===== src/rtl/mlp_sequencer.sv =====
`default_nettype none
// =============================================================================
// mlp_sequencer : byte-stream loader, launch control and result capture for mlp
// Rev 1.0
// =============================================================================
module mlp_sequencer #(
   parameter int WORDSIZE = 8,
   parameter int IN_DIM   = 7,
   parameter int W_BYTES  = 19,
   parameter int TIMEOUT  = 255
) (
   input  logic                         clk,
   input  logic                         rst,
   input  logic [WORDSIZE-1:0]          s_data,
   input  logic                         s_kind,
   input  logic                         s_valid,
   output logic                         s_ready,
   output logic [IN_DIM*WORDSIZE-1:0]   data_in,
   output logic [63:0]                  data_weight_1_1,
   output logic [63:0]                  data_weight_1_2,
   output logic [23:0]                  data_weight_2_1,
   output logic                         start,
   input  logic [WORDSIZE-1:0]          mlp_data_out,
   input  logic                         mlp_done,
   output logic [WORDSIZE-1:0]          m_data,
   output logic                         m_valid,
   input  logic                         m_ready,
   output logic                         weights_ok,
   output logic                         err,
   input  logic                         err_clr
);

   localparam int SP_W = $clog2(IN_DIM);
   localparam int WP_W = $clog2(W_BYTES);

   typedef enum logic [1:0] {
      COLLECT = 2'd0,
      RUN     = 2'd1,
      HOLD    = 2'd2,
      DRAIN   = 2'd3
   } state_t;

   state_t                       state_q;
   logic [SP_W-1:0]              sp_q;
   logic [WP_W-1:0]              wp_q;
   logic [7:0]                   tcnt_q;
   logic [IN_DIM*WORDSIZE-1:0]   din_q;
   logic [63:0]                  w11_q;
   logic [63:0]                  w12_q;
   logic [23:0]                  w21_q;
   logic                         start_q;
   logic [WORDSIZE-1:0]          mdata_q;
   logic                         mvalid_q;
   logic                         wok_q;
   logic                         err_q;
   logic                         accept;

   // Sample bytes are gated until a complete weight set is present.
   assign s_ready = (state_q == COLLECT) && (s_kind || wok_q);
   assign accept  = s_valid && s_ready;

   assign data_in         = din_q;
   assign data_weight_1_1 = w11_q;
   assign data_weight_1_2 = w12_q;
   assign data_weight_2_1 = w21_q;
   assign start           = start_q;
   assign m_data          = mdata_q;
   assign m_valid         = mvalid_q;
   assign weights_ok      = wok_q;
   assign err             = err_q;

   always_ff @(posedge clk or negedge rst) begin
      if (!rst) begin
         state_q  <= COLLECT;
         sp_q     <= '0;
         wp_q     <= '0;
         tcnt_q   <= '0;
         din_q    <= '0;
         w11_q    <= '0;
         w12_q    <= '0;
         w21_q    <= '0;
         start_q  <= 1'b0;
         mdata_q  <= '0;
         mvalid_q <= 1'b0;
         wok_q    <= 1'b0;
         err_q    <= 1'b0;
      end else begin
         if (err_clr) begin
            err_q <= 1'b0;
         end
         case (state_q)
            COLLECT: begin
               if (accept && s_kind) begin
                  for (int i = 0; i < 8; i++) begin
                     if (wp_q == WP_W'(i))      w11_q[63-8*i -: 8] <= s_data;
                     if (wp_q == WP_W'(i + 8))  w12_q[63-8*i -: 8] <= s_data;
                  end
                  for (int i = 0; i < 3; i++) begin
                     if (wp_q == WP_W'(i + 16)) w21_q[23-8*i -: 8] <= s_data;
                  end
                  sp_q <= '0;
                  if (wp_q == WP_W'(W_BYTES - 1)) begin
                     wp_q  <= '0;
                     wok_q <= 1'b1;
                  end else begin
                     wp_q <= wp_q + 1'b1;
                     if (wp_q == '0) wok_q <= 1'b0;
                  end
               end else if (accept) begin
                  for (int i = 0; i < IN_DIM; i++) begin
                     if (sp_q == SP_W'(i)) din_q[IN_DIM*WORDSIZE-1-8*i -: 8] <= s_data;
                  end
                  if (sp_q == SP_W'(IN_DIM - 1)) begin
                     sp_q    <= '0;
                     tcnt_q  <= '0;
                     start_q <= 1'b1;
                     state_q <= RUN;
                  end else begin
                     sp_q <= sp_q + 1'b1;
                  end
               end
            end
            RUN: begin
               // A done seen on the timeout cycle still delivers its result.
               if (mlp_done) begin
                  mdata_q  <= mlp_data_out;
                  mvalid_q <= 1'b1;
                  start_q  <= 1'b0;
                  state_q  <= HOLD;
               end else if (tcnt_q == 8'(TIMEOUT - 1)) begin
                  err_q   <= 1'b1;
                  start_q <= 1'b0;
                  state_q <= DRAIN;
               end else begin
                  tcnt_q <= tcnt_q + 1'b1;
               end
            end
            HOLD: begin
               if (m_ready) begin
                  mvalid_q <= 1'b0;
                  state_q  <= DRAIN;
               end
            end
            DRAIN: begin
               if (!mlp_done) state_q <= COLLECT;
            end
            default: state_q <= COLLECT;
         endcase
      end
   end

endmodule
`default_nettype wire


===== config.mk =====
export PLATFORM = sky130hd
export DESIGN_NAME = mlp_sequencer
export DESIGN_NICKNAME = d
export VERILOG_FILES = /design/src/rtl/mlp_sequencer.sv
export SDC_FILE = /design/constraint.sdc
export NUM_CORES = 1
export LEC_CHECK = 0
export CORE_MARGIN = 2
export CORE_UTILIZATION = 44
export DETAILED_ROUTE_END_ITERATION = 16
export HOLD_SLACK_MARGIN = 0.12
export PLACE_DENSITY_LB_ADDON = 0.12
export SETUP_SLACK_MARGIN = 0.1
export SYNTH_ARGS = -nofsm -noshare
export SYNTH_HDL_FRONTEND = slang
export SYNTH_SLANG_ARGS = --single-unit

===== constraint.sdc =====
create_clock -name clk -period 2.1 [get_ports clk]
set_input_delay 0.42 -clock clk [delete_from_list [all_inputs] [get_ports clk]]
set_output_delay 0.42 -clock clk [all_outputs]
set_load 0.02 [all_outputs]

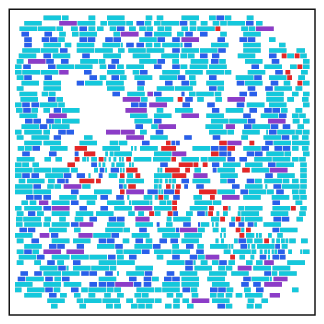
Run 1: drive-strength map
Scale: 2 px per um.
| color | size | cells | share |
|---|---|---|---|
| purple | x6 and larger | 44 | 4.7% |
| cyan | x1 and smaller | 593 | 63% |
| blue | x2 | 251 | 27% |
| red | x3 and x4 | 56 | 5.9% |
number of non-clock buffers: 295
setup ws final: 0.1348 ns

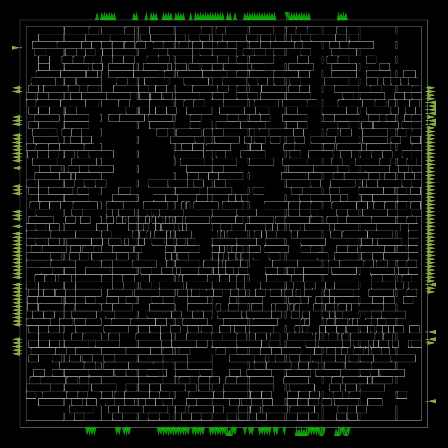
Run 1: cell placement
Seq area share: 43.55%
Seq Cell Count: 238
Filler cells: 1644
number of well taps: 280

==> metrics.yaml, run 1 <==
simple_gate_area_share_pct: 6.672
routedWlPerCell_um: 21.05
dieWidth_um: 152.2
grt_pass1_vias: 6941
cts-htree-levels: 1
p_total_uw: 14130
largestClassByArea: "sequential cells"
drt-initial-drc-count: 181
logic_family: "multiplexers"
crit_chain: "clkdlybuf4s50_1"
fin_area_mm2: 0.01368
vias_per_cell: 5.230
topRoutingLayerUsed: "met4"
layout-drive-gt1-share_pct: 37.18
clockBufferDepth: 3
post_cts_buffers: 0
setup_violations: 0
fp_util_pct: 44.53
setup.worst_path.start: "data_weight_1_1[28]$_DFFE_PN0P_"
r2r_cells: 7
dr_wl_met3_um: 1713
gr-usage-met2_pct: 38.85
status: "finished, final reports clean"
flop_area_mm2: 0.005956
hp-class: "input pin to asynchronous set/reset pin"
grtUsageMet3_pct: 5.205
port_buffers: 243
endpoint: "data_weight_1_1[28]"
reg2reg_from: "state_q[0]$_DFFE_PN0P_"
mux_share_pct: 25.30
dpl_cell_area_mm2: 0.01283
period_used_pct: 93.58
critical_path_buf_inv_count: 1
netlist_area_mm2: 0.009658
grt_antenna_before_repair: 1
core-area_mm2: 0.02169
area_growth_pct: 41.61
slew_viol_final: 0
p_clk_share_pct: 30.1
p_clk_uw: 4250
top_cells_by_area: "dfrtp_1 62%, mux2_2 25%, ha_1 1.7%"
max_freq_ghz: 0.5089
maxPowerGroup: "registers"
clock_area_share_pct: 5.745
gr-total-overflow: 0
slowest_stage: "clkdlybuf4s50_1"
rr_endpoint: "data_weight_1_1[7]$_DFFE_PN0P_"
clock_buffers: 38
ys_sh_aoi_pct: 2.772
synth_top_cell_by_area: "dfrtp_1"
final_cell_mix: "238 x dfrtp_1, 236 x clkdlybuf4s50_1, 217 x mux2_2"
bufAreaShareNonClock_pct: 21.73
xor_share_pct: 0.1814
syn_area_per_cell_um2: 15.23
critical_path.top_delay_family: "buffers and inverters"
rows: 54
ys.flop_type: "dfrtp_1"
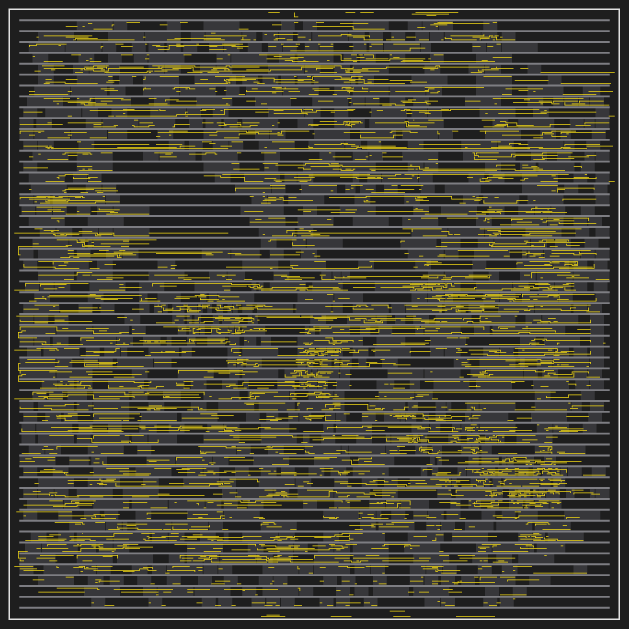
Run 1: metal 1
Scale: 4 px per um. Supply wires on this layer in gray.
share of all routed wire: 41%
main direction: horizontal
met1 track demand over resource: 28.31%
DR vias: 6402

==> run 2: changes to the inputs <==
Settings changed: GPL_TIMING_DRIVEN set to 0.
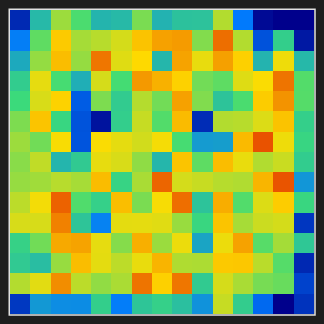
Run 2: local utilization
Scale: 2 px per um. The die is cut into 15 by 15 equal tiles; dark blue is low, red is high, 0 to 100% covered.
fullest tile: 91%
nearly empty tiles: 1.3%
tiles over 75% full: 22%
mean over tiles: 58%
core area: 0.02169 mm^2
Pre-Place Util: 44.53%

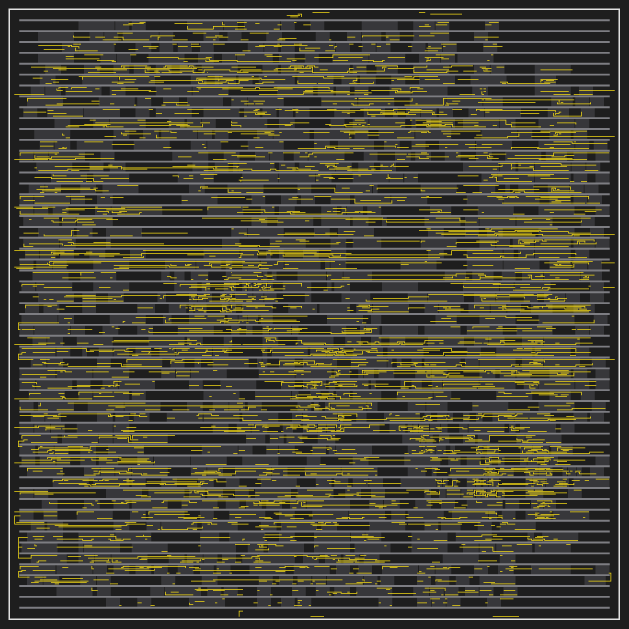
Run 2: metal 1
Scale: 4 px per um. Supply wires on this layer in gray.
nets with wire on the layer: 852
main direction: horizontal
wire length on this layer: 10900 um
share of all routed wire: 43%
longest straight run: 52.9 um
DR vias: 6312
met1 track demand over resource: 28.63%
WL final: 25610 um

==> run 2 against run 1 <==
Net effect:
- clock skew up 0.0054 ns
- final area up 1.2%
- sequential share of layout area down 0.51 points
- sequential cell count unchanged
- core utilization up 0.74 points
- die size unchanged
- worst hold slack better by 0.15 ns
==> metrics.yaml, run 2 <==
mux_share_pct: 25.30  # unchanged
xor_share_pct: 0.1814  # unchanged
status: "finished, final reports clean"
p_clk_uw: 4580  # +7.8%
hold_end: "err$_DFF_PN0_"
ys.flop_type: "dfrtp_1"
largestClassByArea: "sequential cells"
drt-initial-drc-count: 218  # +20%
clock_buffers: 41  # +7.9%
netlist_area_mm2: 0.009658  # unchanged
n_sequential_cell: 238  # unchanged
tap-cell-count: 280  # unchanged
slew_viol_final: 0  # unchanged
critical_path_buf_inv_count: 4  # +3
dr_wl_met3_um: 1421  # -17%
final_cell_mix: "239 x clkdlybuf4s50_1, 238 x dfrtp_1, 185 x mux2_2"
endpoint: "data_weight_1_1[12]$_DFFE_PN0P_"
period_used_pct: 95.11  # +1.5 points
root_buffer: "clkbuf_16"
p_total_uw: 14600  # +3.3%
syn_area_per_cell_um2: 15.23  # unchanged
synth_top_cell_by_area: "dfrtp_1"
seq_share_pct: 43.04  # -0.51 points
reg2reg_from: "state_q[1]$_DFFE_PN0P_"
vias_per_cell: 5.153  # -1.5%
setup_violations: 0  # unchanged
post_cts_buffers: 15  # +15
post-route-worst-setup-slack_ns: 0.1028  # -0.03205 ns
simple_gate_area_share_pct: 6.672  # unchanged
r2r_cells: 9  # +2
place_inst: 1158
dp_worst_setup_slack_ns: -0.3535
flop_area_mm2: 0.005956  # unchanged
port_buffers: 243  # unchanged
p_clk_share_pct: 31.4  # +1.3 points
critical_path.top_delay_family: "buffers and inverters"
clockBufferDepth: 3  # unchanged
clock_area_share_pct: 6.302  # +0.56 points
grt_antenna_before_repair: 0  # -1
rows: 54  # unchanged
gr-total-overflow: 0  # unchanged
syn-num-nets: 670
gr-usage-met2_pct: 36.96  # -1.9 points
cts-htree-levels: 1  # unchanged
setup.worst_path.start: "state_q[1]$_DFFE_PN0P_"
hp-class: "input pin to register"
grt_pass1_vias: 6837  # -1.5%
fillers: 1648  # +0.24%
area_growth_pct: 43.28
clock.latency.late_pin_ns: 0.53
routedWlPerCell_um: 20.90  # -0.71%
p_comb_share_pct: 29.4
logic_family: "multiplexers"
rr_endpoint: "data_weight_1_1[12]$_DFFE_PN0P_"
max_freq_ghz: 0.5007  # -1.6%
topRoutingLayerUsed: "met4"
ys_sh_aoi_pct: 2.772  # unchanged
dieWidth_um: 152.2  # unchanged
crit_chain: "inv_2 > ha_4 > buf_8 > and3_4 > buf_8 > nand3b_4 > nor2_4 > buf_12 > mux2_4"
grtUsageMet3_pct: 4.892  # -0.31 points
fin_area_mm2: 0.01384  # +1.2%
